Design perceptron_trainer, sky130hd; sources not shown.
**Sequential cells coloured by netlist name**

Scale bar: 50 um.
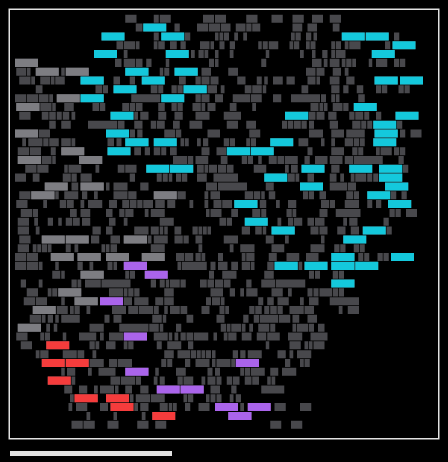
- thr_q: red (placed flops 8; where south-west)
- acc_q: purple (placed flops 11)
- w_q: cyan (placed flops 56)
post-layout util: 45.9%
sequential power: 511 uW
sequential cell area: 2000 um2

**Cell density map**

The die is cut into 13 by 13 equal tiles; black is low, pale yellow is high, 0 to 100% covered.
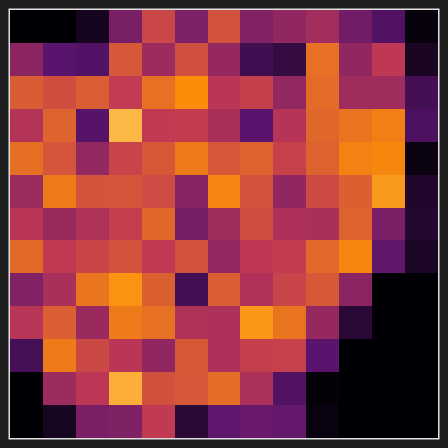
- tiles over 75% full: 3.0%
- emptiest ninth of the die: south-east
- nearly empty tiles: 11%
- mean over tiles: 42%
core area: 16,500 um2
fp util: 40.8%

**Track usage over the die**

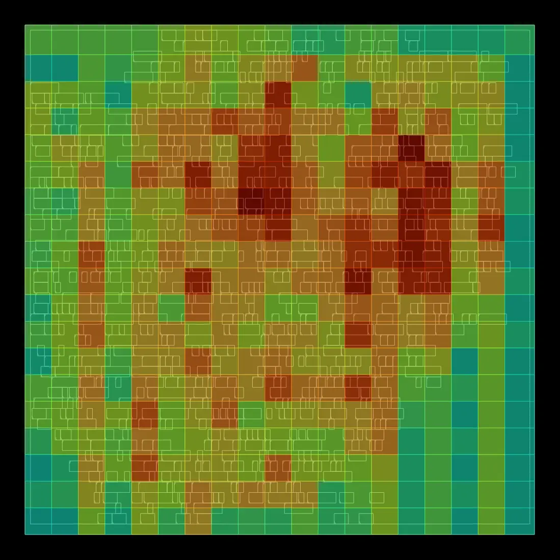
post-DR wirelength/cell: 18.3 um
global-route met3 utilization: 4.92%

==> CHANGELOG.md <==
## Implementation

* Post-synth seq share at 29.7%
* Setup violators final at 0
* Count of library flops with an enable pin at 0
* P&R area growth vs syn at 12.3%
* CP Max Fanout at 21
* GRT overflow at 0
* Unrepaired setup endpoints after global routing: no
* HP Class: flip-flop to flip-flop
* Fin Setup TNS at 0 ns
* Tot GR Track Use at between 20% and 30%
* Latency at later pin at 0.36 ns
* Max reg flops at 56
* Row count at 47
* Layout Nets at 930
* DRT iter0 DRCs at 545
* CTS HTree Levels at 3
* Setup Crit Path Kind: primary input to output port
* # Post-CTS Setup Buffers at 0
* Area share of the largest cell type after synthesis at between 20 and 30%
* IO buf count at ~52
* Setup WS pre-CTS at roughly 3.4 ns
* Worst Slack Setup Final at around 3.3 ns
* DRC at 0
* Ys flops at 100
* Clock Root Buffer: clkbuf_16
* Io pins at 53
* Fin crit share at 71.0%
* Nature of the critical path startpoint: primary input
* CTS tree: done
* Final tally of max-slew violations at 0
* Total nets after synthesis at around 920
* Cell Type Count at just under 80
* Period minus WS final at slightly above 8 ns
* Required @ worst endpoint at 9.12 ns
* Biggest area cells: dfxtp_1, ha_1, nand2_1, a21oi_1, nand3_1
* Worst-path clk slew at 0.07 ns
* Cell count after synthesis at 850
* Post-synthesis cell area at just under 7000 um2
* Hold depth at 2
* PwrDens at 199 nW/um2
* Initial antenna violation count at 0
* Largest net degree at the start of global routing at 76
* Actual slew at the worst max-slew pin at 0.995 ns
* FF-to-FF setup slack at 6.44 ns
* Die ar. at 17,400 um2
* VDD IR max at 0.0000913 V
* Slew headroom at 33.5%
* Fillers at roughly 1,600
* CP arrival at ~5.8 ns
* Worst hold margin at 0.463 ns
* CTS Sinks at around 100
* Pre-Repair DR Iteration Count at 6
* Max Clk Rate at 0.124 GHz
* Total Wirelength at 19,900 um
* ANT cells at 0
* Hold_buf cts at 0
* Synth warnings at 0
* Total power at 1510 uW
* Ys cells at 850
* Yosys chip area at 6750 um2
* Status: finished, final reports clean
* Die height at approximately 130 um
* Endpoints failing hold at 0
* Final GP Congestion at 0.844
* CTS max path bufs at 2
* Remaining antenna violation count after routing at 0
* CTS resizes at 0
* Vias in the first global route at 5,871
* Via Count at about 6,300
* Commonest register cell after synthesis: dfxtp_1
-- kinds of logic (layout without fill, tap and decap cells) --
family	count (synthesis)	after routing	share of synthesized area [%]
and+or+nand+nor	294	294	21.7
AOI/OAI and AO/OA	282	282	29.1
DFF	100	100	29.7
buffers and inverters	99	116	6.92
adders and majority gates	35	35	6.60
muxes	24	24	3.78
xor gates and xnor gates	16	16	2.19
-- area by class of cell --
type	instances	area, um2	share of cell area [%]
Clock buffer	11	243	3.20
Sequential cell	100	2000	26.4
Tap cell	220	275	3.63
Multi-Input combinational cell	651	4280	56.5
Inverter	37	139	1.83
Clock inverter	5	43.8	0.578
Timing Repair Buffer	63	598	7.89
-- cells in the final DEF (no fill, tap or decap), types with 5 or more instances in the layout --
cell	Yosys	final
and3_1	5	5
o21ai_1	22	23
o21ai_0	48	47
clkdlybuf4s50_1	0	51
a21o_1	5	5
nand3b_1	13	13
nand3_1	48	48
buf_4	4	11
clkbuf_16	0	9
a21oi_1	62	62
o22a_1	8	8
a22oi_1	18	18
inv_1	34	34
nand2b_1	8	8
o31ai_1	14	14
dfxtp_1	100	100
nor2b_1	25	25
a221o_1	7	7
o211ai_1	8	8
a31oi_1	19	19
mux2_2	11	11
nor2_1	45	45
o221ai_1	10	10
nor3_1	12	12
nand2_1	102	102
ha_1	34	34
xnor2_1	14	14
a211oi_1	8	8
or3_1	8	8
mux2i_1	12	12
-- report_power, final --
group / internal (uW) / switching, uW / total, uW
clock network: 158 / 147 / 305
registers: 431 / 79.9 / 511
logic: 264 / 431 / 696
total: 853 / 658 / 1510
-- cell usage after synthesis, types with 10 or more instances --
library cell and n:
nand2_1 102, a31oi_1 19, o31ai_1 14, nand3b_1 13, a22oi_1 18, xnor2_1 14, o221ai_1 10, o21ai_1 22
a21oi_1 62, ha_1 34, clkbuf_1 31, mux2i_1 12, nand3_1 48, mux2_2 11, o21ai_0 48, dfxtp_1 100
nor2b_1 25, nor3_1 12, buf_2 10, nor2_1 45, inv_1 34
-- worst max-delay path, stage by stage --
cell,delay (ns)
clkdlybuf4s50_1,1.04
inv_1,0.40
nor2_1,0.56
a22oi_1,0.18
o22a_1,0.28
nor2_1,0.11
a21oi_1,0.06
o221ai_1,0.25
clkdlybuf4s50_1,0.66
-- routing by layer --
layer	up-vias	GRT usage [%]	share of wire, %
met5	-	0	0
met4	0	8.20	2.6
met3	36	4.92	5.0
met2	152	37.2	46
met1	2967	31.5	47
li1	3140	-	-
-- per-stage QoR --
step	std cells	cell area (um2)
detailed placement	1071	7290
floorplan	850	6750
finish	1087	7580
CTS	1087	7580
global route	1087	7580
global placement	1071	7290
No activity file was given, so power comes from the tool's default toggle rates.
